==> config.mk <==
export PLATFORM = sky130hd
export DESIGN_NAME = seg_scan_display
export DESIGN_NICKNAME = d
export VERILOG_FILES = /design/src/rtl/seg_pkg.sv /design/src/rtl/hex_to_seg.sv /design/src/rtl/seg_scan_display.sv
export SDC_FILE = /design/constraint.sdc
export NUM_CORES = 1
export LEC_CHECK = 0
export CORE_ASPECT_RATIO = 0.5
export CORE_UTILIZATION = 45
export DETAILED_ROUTE_END_ITERATION = 8
export GPL_ROUTABILITY_DRIVEN = 0
export PLACE_DENSITY = 0.7
export SLEW_MARGIN = 20
export SYNTH_ARGS = -nofsm -noshare
export SYNTH_HDL_FRONTEND = slang
export SYNTH_HIERARCHICAL = 1
export SYNTH_SLANG_ARGS = --single-unit
==> constraint.sdc <==
create_clock -name clk -period 2.4 [get_ports clk]
set_input_delay 0.48 -clock clk [delete_from_list [all_inputs] [get_ports clk]]
set_output_delay 0.48 -clock clk [all_outputs]
set_load 0.1 [all_outputs]
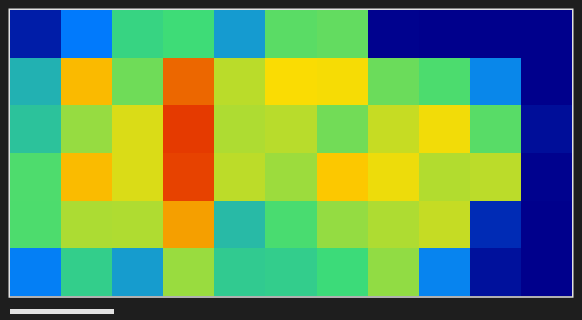
(images/density.png)
The bar under the picture is 20 um long. 11 x 6 tiles, from dark blue (low) to red (high), 0 to 100% covered.
emptiest ninth of the die	upper right
tiles over 75% full	11%
mean over tiles	49%
nearly empty tiles	12%
fullest tile	93%
Initial Util: 49.13%
utilization of the core after routing: 57.79%

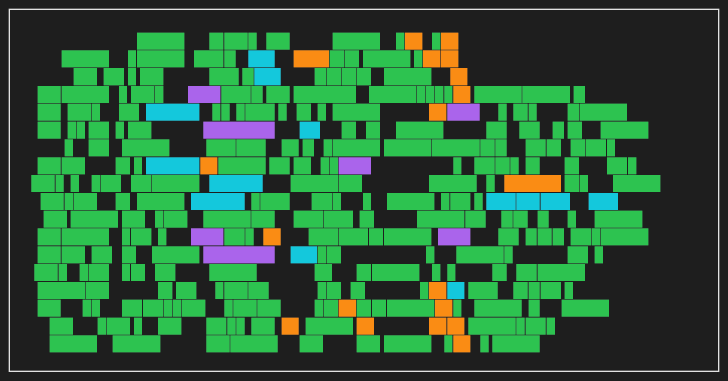
(images/drive_strength.png)
colour	size	cells	share	most used
green	drive 1 or less	262	87%	dfxtp_1
cyan	drive 2	13	4.3%	mux4_2
orange	drive 3 to 4	19	6.3%	buf_4
purple	drive 6 and up	7	2.3%	clkbuf_8
layout buffer count excluding clock buffers: 35
final design area excluding fillers: 2980 um2
Layout Area Growth over Synthesis: 17.63%
final setup margin: 0.1930 ns

==> out/results.md <==
| Quantity | Value |
| --- | --- |
| HPWL reported at the end of detailed placement | 3.510 mm |
| Worst Hold Class | register to register |
| # Cells Yosys | 270 |
| Area of the mapped netlist | 2534 um2 |
| Setup skew after layout | 0.005964 ns |
| Crit path required time | 2.61 ns |
| Drt first-iter violations | 47 |
| List of most frequent post-synthesis cells | 48 x sky130_fd_sc_hd__dfxtp_1, 38 x sky130_fd_sc_hd__nand2_1, 21 x sky130_fd_sc_hd__inv_1, 20 x sky130_fd_sc_hd__xor2_1, 19 x sky130_fd_sc_hd__mux2i_1 |
| Clock tree from TritonCTS | yes |
| Core outline area | 5157 um2 |
| Setup bufs post-CTS | 0 |
| Number of antenna violations at the first check in global routing | 0 |
| Max Clock Freq | 453.1 MHz |
| Ys flops | 48 |
| Final critical path time including I/O delays and setup | 2.207 ns |
| Leakage power figure | 1.216 nW |
| Hold Path Depth | 1 |
| Proportion of netlist area held by the largest area contributor | 37.93% |
| Cell with the most instances on the worst path | sky130_fd_sc_hd__inv_1 |
| Data arrival at the endpoint of the critical path | 2.41 ns |
| Worst Tran Pin Value | 0.4845 ns |
| Kind of start point of the critical path | register |
| Row count | 18 |
| TritonCTS buffer count | 5 |
| Maxcap violations | 0 |
| Flip-flops with a built-in enable | 0 |
| Final net count | 332 |
| Max clock buf depth | 2 |
| Routed length per instance | 12.47 um |
| Sequential cell area in the final layout | 960.9 um2 |
| Length in cells of the worst reg-to-reg path | 6 |
| Min Hold Slack | 0.4666 ns |
| Critical-path top delay cell | sky130_fd_sc_hd__mux4_2 |
| Cells taking the most area after synthesis | sky130_fd_sc_hd__dfxtp_1 38%, sky130_fd_sc_hd__mux2i_1 7.5%, sky130_fd_sc_hd__xor2_1 6.9%, sky130_fd_sc_hd__ha_1 5.9%, sky130_fd_sc_hd__nand2_1 5.6% |
| Biggest cell delay along the critical path | 0.59 ns |
| First-pass GRT wire length | 7.679 mm |
| Sink count of the clock tree | 48 |
| Slack of the worst reg-to-reg path | 0.19 ns |
| Comb area | 1416 um2 |
| Synth area leader | sky130_fd_sc_hd__dfxtp_1 |
| CTS clock-pin slew for the worst setup and hold paths | 0.09 ns |
| Fin cells | 371 |
| Share of final-layout standard cells stronger than drive strength 1 | 12.96% |
| Die Ht | 55.06 um |
| Final max-slew violation count | 0 |
| Overall fraction of global-route tracks in use | 17.38% |
| DIE WIDTH | 108.1 um |
| Diode count | 0 |
| Share of the clock period used by the worst path | 91.96% |
| Number of setup violations in the final report | 0 |
| Vias in the first global route | 1773 |
| Routed Wire Length | 4.628 mm |
| Dominant register cell in the synthesized netlist | sky130_fd_sc_hd__dfxtp_1 |
| H-tree depth reported by CTS | 2 |
| GR Overflow Total | 0 |
| Max-slew headroom at the worst pin | 67.62% |
| Count of yosys warnings during synthesis | 6 |
| Count of unique library cells instantiated by Yosys | 40 |
| Post-DRT Antenna Nets | 0 |
| Sequence of cells on the critical path | mux4_2, inv_1, ha_1, inv_1, mux4_1, and3_1 |
| Maximum number of pins on one net before global-route repair | 34 |
| Root Buffer | sky130_fd_sc_hd__clkbuf_8 |
| Summed negative setup slack over all endpoints | 0 ns |
| Kind of critical path | register to register |
| Length of the first detailed-routing pass in iterations | 4 |
| Mean instance size in the synthesized netlist | 9.384 um2 |
| RSZ-0062 raised after global routing | false |
| I/O pin cnt | 32 |
| Maximum fanout encountered on the critical timing path | 5 |
| Routed vias | 1857 |
| Latency at later pin | 0.30 ns |
| Result of the run | complete, no violations |
| Register area share after synthesis | 37.93% |
| Hold-fix buffer count after cts | 0 |
| Area enclosed by the die boundary | 5953 um2 |
| Buf+Inv Stages, Crit Path | 2 |
| Most repeated cell in the gate-level netlist after synthesis | sky130_fd_sc_hd__dfxtp_1 |
| # fillers | 464 |
| Floorplan Nets | 301 |
| Worst IR drop on VDD | 0.2840 mV |
| Cell depth of the worst setup path | 6 |
| Fin. Hold Viols | 0 |
| Cell type group with the largest total delay on the critical path | multiplexers |
| Fraction of registers with async set/reset | 0% |
| Total number of warnings across the stage logs | 35 |
| Placement Cell Area | 2851 um2 |
| Total cell area reported by yosys after synthesis | 2534 um2 |
| Resized Gates After CTS | 0 |
| Number of standard cells after synthesis | 270 |
| Crit end category | register |
| Power density over the cells | 581.3 nW/um2 |
| Placed insts | 364 |
| Via density per instance | 5.005 |
| Drc violations | 0 |
| Port-buffer cells | 31 |
-- final cells by class --
type                       count  area share (%)
inverter                      21           2.645
tap                           70           2.939
sequential                    48           32.24
clock buffer                   5           2.309
multi-input combinational    190           47.52
clock inverter                 2           2.015
timing repair buffer          35           10.33
-- logic make-up (layout without fill, tap and decap cells) --
family                     Yosys count  in the layout  share of synthesized area, %
adders and majority gates           12             12                         5.926
xor gates and xnor gates            30             30                         10.37
and+or+nand+nor                    111            111                         23.21
muxes                               27             27                         13.58
DFF                                 48             48                         37.93
buffers and inverters               32             63                         6.173
AOI/OAI and AO/OA                   10             10                         2.815
-- layer usage --
metal | GRT usage [%] | wire length [um] | share of wire [%]
met3 | 4.215 | 126 | 2.7
met1 | 20.37 | 2274 | 49
met4 | 7.534 | 55 | 1.2
met2 | 31.53 | 2171 | 47
met5 | 0 | 0 | 0
-- layout by cell type, fill, tap and decap left out, drive strengths merged, types with 4 or more instances in the layout --
cell / count
dfxtp: 48
nand2: 38
inv: 21
xor2: 20
mux2i: 19
nor2: 18
clkdlybuf4s50: 18
buf: 17
and3: 17
ha: 12
xnor2: 10
nor4: 8
nand3: 7
clkbuf: 5
mux4: 5
nand4: 5
a21oi: 4
-- metrics by stage --
stage	total power [mW]	setup WS (ns)
floorplan	1.013	0.09226
global placement	1.072	0.3205
detailed placement	1.077	0.2425
CTS	1.751	0.1824
global route	1.809	0.06368
finish	1.733	0.1930
-- power by group --
| part | internal (mW) | total, mW | leakage (nW) | switching (mW) |
|---|---|---|---|---|
| sequential | 0.819 | 0.841 | 0.390 | 0.0221 |
| combinational | 0.0993 | 0.217 | 0.761 | 0.118 |
| clock | 0.410 | 0.674 | 0.0642 | 0.264 |
-- worst register-to-register path, stage by stage (launching register included) --
cell and delay, ns:
sky130_fd_sc_hd__dfxtp_1 0.41, sky130_fd_sc_hd__mux4_2 0.59, sky130_fd_sc_hd__inv_1 0.16, sky130_fd_sc_hd__ha_1 0.26, sky130_fd_sc_hd__inv_1 0.06, sky130_fd_sc_hd__mux4_1 0.46, sky130_fd_sc_hd__and3_1 0.17
Power and IR drop assume default switching activity.
